### A small window of the routed layout

Region (73, 12) to (103, 42) um. Cells in gray, sequential cells in the stronger gray; small squares are vias.
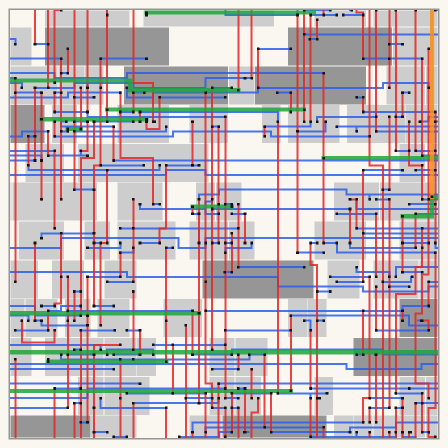
### Clock distribution

(3 px per um)
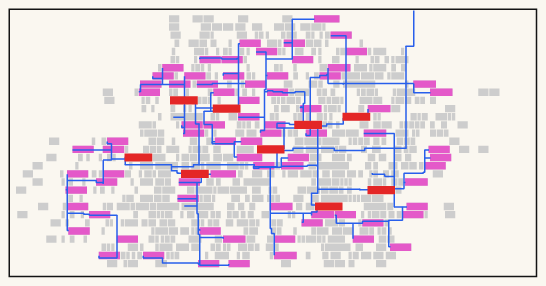
### Gate families picked out

(4 px per um)
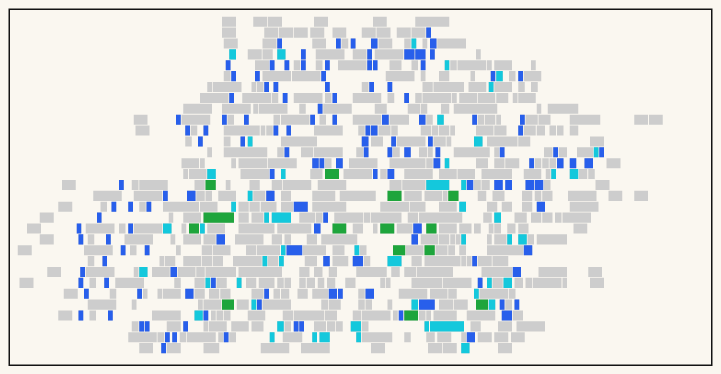
==> config.mk <==
export PLATFORM = sky130hd
export DESIGN_NAME = seq_det_ctrl
export DESIGN_NICKNAME = d
export VERILOG_FILES = /design/src/rtl/seq_det_ctrl.sv
export SDC_FILE = /design/constraint.sdc
export NUM_CORES = 1
export LEC_CHECK = 0
export ABC_AREA = 0
export CORE_ASPECT_RATIO = 0.5
export CORE_UTILIZATION = 29
export CTS_CLUSTER_SIZE = 20
export DETAILED_ROUTE_END_ITERATION = 10
export GPL_TIMING_DRIVEN = 0
export SYNTH_ARGS = -nofsm -noshare
export SYNTH_HDL_FRONTEND = slang
export SYNTH_SLANG_ARGS = --single-unit
==> constraint.sdc <==
create_clock -name clk -period 3.2 [get_ports clk]
set_clock_uncertainty 0.1 [all_clocks]
set_input_delay 0.48 -clock clk [delete_from_list [all_inputs] [get_ports clk]]
set_output_delay 0.48 -clock clk [all_outputs]
set_load 0.1 [all_outputs]
==> impl_metrics.ini <==
; synthesis and place-and-route metrics
[finish]
final-nonclk-buf-share_pct = 15.3
stdcell_area_sq_mm = 0.00599
logic_gates = 421
seq_area_sq_mm = 0.00157
flops = 77
logic_area_sq_mm = 0.00278
drive_gt1_share_pct = 15.5
n_all_inverters = 31
n_fill_cell = 1464
clkbuf_count = 11
lay_top_cells = 98 x nand2_1, 68 x a21oi_1, 63 x dfxtp_1
clkCellAreaFrac_pct = 6.06
largest_class = logic gates
area_growth_pct = 37.7
sh_seq_area_pct = 26.1

[logic_synthesis]
yosys_area_sq_mm = 0.00435
yosysMostFrequentCell = nand2_1
synthDistinctLibCells = 49
yosys-mux-area-fraction_pct = 1.21
yosys.area_share.xor_xnor_pct = 5.64
synthCells = 558
ys_top_logic_family = simple AND/OR/NAND/NOR gates
synth_nets = 635
common_cells = 100 x nand2_1, 77 x dfxtp_1, 73 x a21oi_1, 34 x ha_1, 31 x inv_1
synth_area_sq_mm = 0.00435
synthDominantCellAreaShare_pct = 35.4
synth_async_sr_flop_share_pct = 0
ys_ff = 77
ys.flop_type = dfxtp_1
avgSynthCellArea_sq_um = 7.80
aoi_share_pct = 18.7
ys_seq_share_pct = 35.4
yosys.area_share.simple_pct = 23.8

[route]
met3_length_um = 660
drc = 0
vias = 4222
first_iter_violations = 262
drtPass1Iterations = 4
totalWireLength_um = 13000
met1_length_um = 6600
vias_per_cell = 4.93

[clock_network]
cts_buffer_depth = 2
cts.repair.resized = 34
htreeDepth = 3
root_buffer = clkbuf_16
cts_tree = done
clk_pin_slew_ps = 60

[setup_path]
crit_chain = and3_1 -> nand4_1 -> buf_4 -> nor2b_4 -> and3_4 -> xor2_2 -> ha_1 -> nand4_1 -> or4_4 -> o311a_4 -> a31oi_4 -> buf_6 -> o31ai_1 -> a21oi_1
reg2regPathDepth = 14
reg2reg_slack_ps = -110
worstSetupStartpointType = register
crit_cells = 14
arrival_ps = 3490
crit_fanout = 6
cpMostUsedCell = nand4_1
crit_type = reg -> reg
required_ps = 3370
slowest_stage = or4_4
cpLargestDelayFamily = simple AND/OR/NAND/NOR gates
crit_buf_inv = 2

[run_status]
violations = setup timing
outcome = finished, violations left

[power]
p_comb_share_pct = 13.2
powerDensity_mw_per_mm2 = 435
power_frac_seq_pct = 38.6
power.group.top = clock
p_leak_uw = 0.00232
ir_drop_mv = 0.204
p_int_uw = 2000
p_seq_uw = 1010
p_sw_share_pct = 23.4
power_uw = 2610

[global_route]
grt.total_usage_pct = 17.3
grt_max_degree = 13
globalRouteMet1Util_pct = 23.5
grt.busiest_layer = met2
grt_use_met3_pct = 4.85
antenna_found_initial = 0

[final_timing]
fin_tns_setup_ps = -255
max_freq_ghz = 0.302
rsz0062_at_grt = true
slew_viol_final = 0
worst_slack_ps = -113
layout_min_cycle_time_ps = 3310
fin_hold_ws_ps = 353
tightest_slew_ps = 992
finalSetupViolations = 3
finalHoldViolations = 0
maxSlewHeadroom_pct = 33.7
finalClockPeriodUsage_pct = 104

[die]
die-width_um = 175
dieArea_sq_mm = 0.0155
fp-row-count = 31
fp-utilization_pct = 29.9
core_sq_mm = 0.0145
tapCellCount = 198

[placed_design]
io_buffer_count = 56
placedCellCount = 812
hpwl_um = 9430
placed_area_sq_mm = 0.00518

[run]
tool_warnings = 28
drv_cap = 0

[min_path]
hold_path_depth = 2
Back to the opening pictures, 'A small window of the routed layout':
met2: in red. met1: in blue. met3: in green. met4: in orange.
Most frequent: buf_4 (7), a21oi_1 (6). 66 logic cells have their middle in the window. Sequential cells in the window: 8.

Back to the opening pictures, 'Clock distribution':
clock wires: in blue, length 1070 um. cells driving clock nets: in red, count 9. flip-flops: in magenta, count 77.
There are 10 routed clock nets.
Clk. pwr: 1260 uW
clock share of power: 48.2%
clk_lat worst skew: 340 ps

Back to the opening pictures, 'Gate families picked out':
NAND gates: in blue, cells 139. AND-OR and OR-AND gates: in green, cells 14. NOR gates: in cyan, cells 52.
Comb/total area: 46.4%
Top cell excl fill/tap: nand2_1
Layout Cells excl Fill: 856

No activity file was given, so power comes from the tool's default toggle rates.
